**src/rtl/cnn_pkg.sv**
```systemverilog
// cnn_pkg: constants shared by the conv datapath (window feeder, PE, weight
// path) plus the window feeder state encoding.
//   PIX_W    bits per pixel / weight
//   WORD_PIX pixels per activation BRAM word
//   WORD_W   activation BRAM word width
//   WIN_W    width of one 3x3 window / weight word
//   KSIZE    kernel edge length
package cnn_pkg;

  localparam int PIX_W    = 8;
  localparam int WORD_PIX = 8;
  localparam int WORD_W   = 64;
  localparam int WIN_W    = 72;
  localparam int KSIZE    = 3;

  typedef enum logic [2:0] {
    ST_IDLE  = 3'd0,
    ST_LOAD  = 3'd1,
    ST_EMIT  = 3'd2,
    ST_SHIFT = 3'd3,
    ST_DONE  = 3'd4
  } feeder_state_e;

  // Byte slot of kernel tap (row, col) inside a window / weight word.
  // The PE relies on both operands using this same ordering.
  function automatic int win_byte_idx(input int row, input int col);
    return KSIZE * row + col;
  endfunction

endpackage

```
**src/rtl/feeder_row_buf.sv**
```systemverilog
// feeder_row_buf: three map rows (R0..R2) of IMG_W bytes each, with a
// word-wide write port, a one-cycle upward shift (R0<=R1, R1<=R2) and a
// registered 3x3 tap starting at a byte column.
// Ports:
//   clk, rst            clock, asynchronous active-low reset
//   shift_en            move rows up by one (R2 keeps its old contents)
//   wr_en/wr_row/wr_word/wr_data  write one 64-bit word into a row
//   tap_en/tap_col      reload the window register for column tap_col
//   tap_data            registered 72-bit window
module feeder_row_buf
  import cnn_pkg::*;
#(
  parameter int IMG_W      = 32,
  parameter int WORD_IDX_W = 2
) (
  input  logic                  clk,
  input  logic                  rst,
  input  logic                  shift_en,
  input  logic                  wr_en,
  input  logic [1:0]            wr_row,
  input  logic [WORD_IDX_W-1:0] wr_word,
  input  logic [WORD_W-1:0]     wr_data,
  input  logic                  tap_en,
  input  logic [7:0]            tap_col,
  output logic [WIN_W-1:0]      tap_data
);

  localparam int ROW_BITS = IMG_W * PIX_W;

  logic [ROW_BITS-1:0] row_r     [KSIZE];
  logic [ROW_BITS-1:0] row_nxt_s [KSIZE];
  logic [WIN_W-1:0]    tap_s;

  // Next row contents: optional shift, then optional word write.
  always_comb begin
    for (int r = 0; r < KSIZE; r++) begin
      row_nxt_s[r] = row_r[r];
    end
    if (shift_en) begin
      row_nxt_s[0] = row_r[1];
      row_nxt_s[1] = row_r[2];
    end else begin
      row_nxt_s[0] = row_r[0];
      row_nxt_s[1] = row_r[1];
    end
    if (wr_en && (wr_row < 2'd3)) begin
      row_nxt_s[wr_row][int'(wr_word) * WORD_W +: WORD_W] = wr_data;
    end else begin
      row_nxt_s[2] = row_nxt_s[2];
    end
  end

  // Window tap taken from the next-state rows so a word captured on the
  // same edge as the tap reload is already visible in the window.
  always_comb begin
    tap_s = '0;
    for (int i = 0; i < KSIZE; i++) begin
      for (int j = 0; j < KSIZE; j++) begin
        tap_s[PIX_W * win_byte_idx(i, j) +: PIX_W] =
          row_nxt_s[i][PIX_W * (int'(tap_col) + j) +: PIX_W];
      end
    end
  end

  // Row storage and window output register.
  always_ff @(posedge clk or negedge rst) begin
    if (!rst) begin
      for (int r = 0; r < KSIZE; r++) begin
        row_r[r] <= '0;
      end
      tap_data <= '0;
    end else begin
      for (int r = 0; r < KSIZE; r++) begin
        row_r[r] <= row_nxt_s[r];
      end
      if (tap_en) begin
        tap_data <= tap_s;
      end
    end
  end

endmodule

```
**src/rtl/conv_window_feeder.sv**
```systemverilog
// conv_window_feeder: reads a single-channel int8 feature map (8 pixels per
// 64-bit BRAM word) and emits every 3x3 stride-1 no-padding window under
// valid/ready, in weight-ROM byte order.
// Ports:
//   clk, rst             clock, asynchronous active-low reset
//   start, base_addr     frame start pulse and word address of pixel (0,0)
//   busy, done           frame in progress / one-cycle completion pulse
//   bram_en, bram_addr   BRAM read port request
//   bram_dout            BRAM read data, one cycle after bram_en
//   win_valid, win_ready window handshake
//   win_data             byte 3*i+j = pixel(win_x+j, win_y+i)
//   win_x, win_y         window top-left position
//   win_last             final window of the frame
module conv_window_feeder
  import cnn_pkg::*;
#(
  parameter int IMG_W  = 32,
  parameter int IMG_H  = 32,
  parameter int ADDR_W = 12
) (
  input  logic              clk,
  input  logic              rst,
  input  logic              start,
  input  logic [ADDR_W-1:0] base_addr,
  output logic              busy,
  output logic              done,
  output logic              bram_en,
  output logic [ADDR_W-1:0] bram_addr,
  input  logic [WORD_W-1:0] bram_dout,
  output logic              win_valid,
  input  logic              win_ready,
  output logic [WIN_W-1:0]  win_data,
  output logic [7:0]        win_x,
  output logic [7:0]        win_y,
  output logic              win_last
);

  localparam int WPR        = IMG_W / WORD_PIX;
  localparam int LOAD_READS = KSIZE * WPR;
  localparam int CNT_W      = $clog2(LOAD_READS + 1);
  localparam int WORD_IDX_W = (WPR > 1) ? $clog2(WPR) : 1;

  localparam logic [CNT_W-1:0]      LOAD_N    = CNT_W'(LOAD_READS);
  localparam logic [CNT_W-1:0]      SHIFT_N   = CNT_W'(WPR);
  localparam logic [CNT_W-1:0]      CNT_ONE   = CNT_W'(1);
  localparam logic [WORD_IDX_W-1:0] WORD_LAST = WORD_IDX_W'(WPR - 1);
  localparam logic [WORD_IDX_W-1:0] WORD_ONE  = WORD_IDX_W'(1);
  localparam logic [7:0]            X_LAST    = 8'(IMG_W - KSIZE);
  localparam logic [7:0]            Y_LAST    = 8'(IMG_H - KSIZE);

  if ((IMG_W % WORD_PIX) != 0 || IMG_W < WORD_PIX || IMG_H < KSIZE || IMG_W > 256) begin : g_cfg_err
    $fatal(1, "conv_window_feeder: unsupported IMG_W=%0d IMG_H=%0d", IMG_W, IMG_H);
  end

  feeder_state_e           state_r;
  feeder_state_e           state_nxt_s;
  logic [CNT_W-1:0]        rd_cnt_r;
  logic [CNT_W-1:0]        cap_cnt_r;
  logic [CNT_W-1:0]        phase_reads_s;
  logic [1:0]              cap_row_r;
  logic [WORD_IDX_W-1:0]   cap_word_r;
  logic                    rd_pend_r;
  logic [ADDR_W-1:0]       addr_r;
  logic                    issue_s;
  logic                    capture_s;
  logic                    last_cap_s;
  logic                    hs_s;
  logic                    shift_s;
  logic                    start_ok_s;
  logic                    tap_en_s;
  logic [7:0]              x_nxt_s;
  logic [7:0]              y_nxt_s;

  // Next state, read issue, row shift and window position.
  always_comb begin
    state_nxt_s   = state_r;
    issue_s       = 1'b0;
    shift_s       = 1'b0;
    start_ok_s    = 1'b0;
    x_nxt_s       = win_x;
    y_nxt_s       = win_y;
    hs_s          = win_valid && win_ready;
    capture_s     = rd_pend_r;
    phase_reads_s = (state_r == ST_LOAD) ? LOAD_N : SHIFT_N;
    last_cap_s    = rd_pend_r && (cap_cnt_r == (phase_reads_s - CNT_ONE));
    case (state_r)
      ST_IDLE: begin
        if (start) begin
          state_nxt_s = ST_LOAD;
          start_ok_s  = 1'b1;
          x_nxt_s     = 8'd0;
          y_nxt_s     = 8'd0;
        end else begin
          state_nxt_s = ST_IDLE;
        end
      end
      ST_LOAD: begin
        issue_s = (rd_cnt_r < phase_reads_s);
        if (last_cap_s) begin
          state_nxt_s = ST_EMIT;
        end else begin
          state_nxt_s = ST_LOAD;
        end
      end
      ST_EMIT: begin
        if (hs_s) begin
          if (win_x == X_LAST) begin
            x_nxt_s = 8'd0;
            if (win_y == Y_LAST) begin
              state_nxt_s = ST_DONE;
            end else begin
              state_nxt_s = ST_SHIFT;
              y_nxt_s     = win_y + 8'd1;
            end
          end else begin
            x_nxt_s = win_x + 8'd1;
          end
        end else begin
          state_nxt_s = ST_EMIT;
        end
      end
      ST_SHIFT: begin
        issue_s = (rd_cnt_r < phase_reads_s);
        // The first SHIFT cycle moves the rows up; the new row's first word
        // lands two edges later, so shift and write never coincide.
        shift_s = (rd_cnt_r == '0);
        if (last_cap_s) begin
          state_nxt_s = ST_EMIT;
        end else begin
          state_nxt_s = ST_SHIFT;
        end
      end
      ST_DONE: begin
        state_nxt_s = ST_IDLE;
      end
      default: begin
        state_nxt_s = ST_IDLE;
      end
    endcase
    tap_en_s = (state_nxt_s == ST_EMIT);
  end

  // FSM state, BRAM request, counters and registered outputs.
  always_ff @(posedge clk or negedge rst) begin
    if (!rst) begin
      state_r    <= ST_IDLE;
      rd_cnt_r   <= '0;
      cap_cnt_r  <= '0;
      cap_row_r  <= 2'd0;
      cap_word_r <= '0;
      rd_pend_r  <= 1'b0;
      addr_r     <= '0;
      bram_en    <= 1'b0;
      bram_addr  <= '0;
      busy       <= 1'b0;
      done       <= 1'b0;
      win_valid  <= 1'b0;
      win_x      <= 8'd0;
      win_y      <= 8'd0;
      win_last   <= 1'b0;
    end else begin
      state_r   <= state_nxt_s;
      bram_en   <= issue_s;
      rd_pend_r <= bram_en;
      if (start_ok_s) begin
        addr_r <= base_addr;
      end else if (issue_s) begin
        // Rows are contiguous, so one running address covers LOAD and every
        // SHIFT; it wraps modulo 2^ADDR_W on its own.
        bram_addr <= addr_r;
        addr_r    <= addr_r + ADDR_W'(1);
      end
      if (state_r == ST_LOAD || state_r == ST_SHIFT) begin
        if (issue_s) begin
          rd_cnt_r <= rd_cnt_r + CNT_ONE;
        end
        if (capture_s) begin
          cap_cnt_r <= cap_cnt_r + CNT_ONE;
          if (cap_word_r == WORD_LAST) begin
            cap_word_r <= '0;
            cap_row_r  <= cap_row_r + 2'd1;
          end else begin
            cap_word_r <= cap_word_r + WORD_ONE;
          end
        end
      end else begin
        rd_cnt_r   <= '0;
        cap_cnt_r  <= '0;
        cap_word_r <= '0;
        cap_row_r  <= (state_nxt_s == ST_SHIFT) ? 2'd2 : 2'd0;
      end
      win_x     <= x_nxt_s;
      win_y     <= y_nxt_s;
      win_valid <= (state_nxt_s == ST_EMIT);
      win_last  <= (state_nxt_s == ST_EMIT) && (x_nxt_s == X_LAST) && (y_nxt_s == Y_LAST);
      busy      <= (state_nxt_s == ST_LOAD) || (state_nxt_s == ST_EMIT) ||
                   (state_nxt_s == ST_SHIFT);
      done      <= (state_nxt_s == ST_DONE);
    end
  end

  feeder_row_buf #(
    .IMG_W      (IMG_W),
    .WORD_IDX_W (WORD_IDX_W)
  ) u_row_buf (
    .clk      (clk),
    .rst      (rst),
    .shift_en (shift_s),
    .wr_en    (capture_s),
    .wr_row   (cap_row_r),
    .wr_word  (cap_word_r),
    .wr_data  (bram_dout),
    .tap_en   (tap_en_s),
    .tap_col  (x_nxt_s),
    .tap_data (win_data)
  );

endmodule

```
**config.mk**
```make
export PLATFORM = sky130hd
export DESIGN_NAME = conv_window_feeder
export DESIGN_NICKNAME = d
export VERILOG_FILES = /design/src/rtl/cnn_pkg.sv /design/src/rtl/feeder_row_buf.sv /design/src/rtl/conv_window_feeder.sv
export SDC_FILE = /design/constraint.sdc
export NUM_CORES = 2
export LEC_CHECK = 0
export ABC_AREA = 1
export CAP_MARGIN = 30
export CORE_MARGIN = 5
export CORE_UTILIZATION = 44
export CTS_CLUSTER_DIAMETER = 100
export DETAILED_ROUTE_END_ITERATION = 10
export GPL_ROUTABILITY_DRIVEN = 1
export GPL_TIMING_DRIVEN = 1
export SLEW_MARGIN = 10
export SYNTH_ARGS = -nofsm -noshare
export SYNTH_HDL_FRONTEND = slang
export SYNTH_SLANG_ARGS = --single-unit
```
**constraint.sdc**
```tcl
create_clock -name clk -period 3.48 [get_ports clk]
set_clock_uncertainty 0.2 [all_clocks]
set_input_delay 0.348 -clock clk [delete_from_list [all_inputs] [get_ports clk]]
set_output_delay 0.348 -clock clk [all_outputs]
set_load 0.005 [all_outputs]
```
### Met4 routing

Drawn at 1 px/um. Supply wires on this layer in grey.
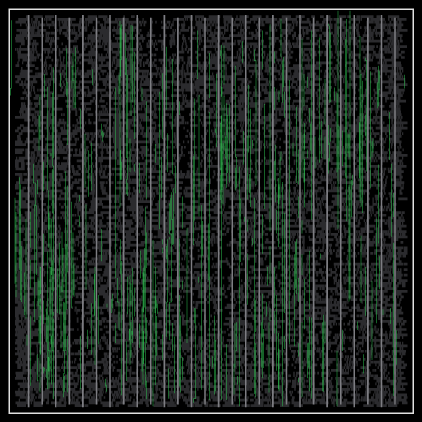
main direction: vertical
nets with wire on the layer: 260
longest straight run: 288 um

### Metal 2

Drawn at 1 px/um.
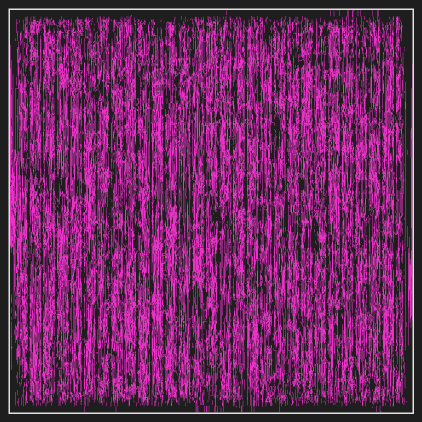
wire length on this layer: 143 mm
share of all routed wire: 42%
longest straight run: 257 um
nets with wire on the layer: 8656

### Signal wires on met1

Drawn at 1 px/um. Supply wires on this layer in grey.
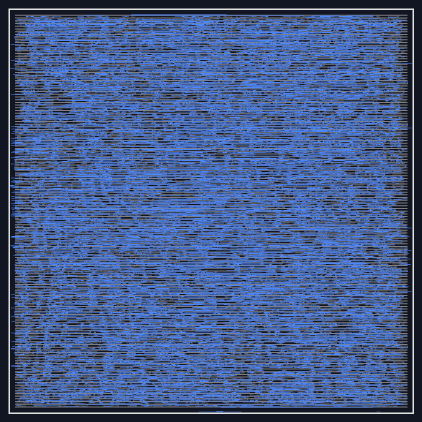
main direction: horizontal
share of all routed wire: 40%
longest straight run: 173 um
nets with wire on the layer: 10862
Vias: 80500
Detailed Route WL: 344000 um
GR Layer Usage met1: 55.1%

==> results.ini <==
[run_status]
outcome=finished, final reports clean

[timing]
hold_viol=0
finalMaxSlewViolations=0
tightest_slew_ps=943
relSlewSlack_pct=36.6

[logic_synthesis]
ys_sh_aoi_pct=3.80
async_flop_share_pct=100
synth_area_leader_cell=dfrtp_1
flop_cell=dfrtp_1
synth-adder-area-share_pct=0.314
top_cells_by_count=4548 x nand2_1, 2923 x nand3_1, 901 x dfrtp_1, 791 x inv_1, 485 x nor2_1
syn_nets=11400

[critical_path]
path_buffers=5
crit_top_cell=nand2_1
crit_type=reg -> reg
crit_cells=19
critical_path_arrival_ps=3890

[routing]
vias_per_cell=5.85
met2_length_um=143000
drt_iter0_markers=10800
wl_per_cell_um=25.0

[grt]
grtUsageMet3_pct=11.6
antenna_found_initial=21
grt_pass1_wl_um=500000

[pwr]
p_leak_uw=0.0436
power_density_nw_per_um2=914
irDropWorstVdd_uv=699
p_switching_uw=37100
seqPwrFrac_pct=24.7
swShare_pct=49.4

[layout]
comb_cells=8650
num_antenna_cells=12
logic_area_um2=38200
fin_area_um2=82100
instances_no_fill=13800
buffers_excl_clock=1119
largest_register=u_row_buf.row_r

[place]
dp_slack_ps=-69.9

[job]
warning_count=39
cap_violations=0

[cts]
clock_sinks=901
cts_tree=built
numCtsBuffers=111

[floorplanning]
row_count=144
num_tap_cells=2044

[min_path]
worstHoldPathType=in -> reg

## worst paths after layout
kind,start,to,slack [ps]
max in group asynchronous,rst,u_row_buf.row_r[39]$_DFF_PN0_,2120
worst min-delay path,base_addr[6],addr_r[6]$_DFFE_PN0P_,40
worst max-delay path,cap_word_r[1]$_DFFE_PN0P_,u_row_buf.tap_data[51]$_DFFE_PN0P_,70
worst min register to register,bram_addr[8]$_DFFE_PN0P_,bram_addr[8]$_DFFE_PN0P_,280
min in group asynchronous,rst,u_row_buf.row_r[210]$_DFF_PN0_,200
worst max register to register,cap_word_r[1]$_DFFE_PN0P_,u_row_buf.tap_data[51]$_DFFE_PN0P_,70
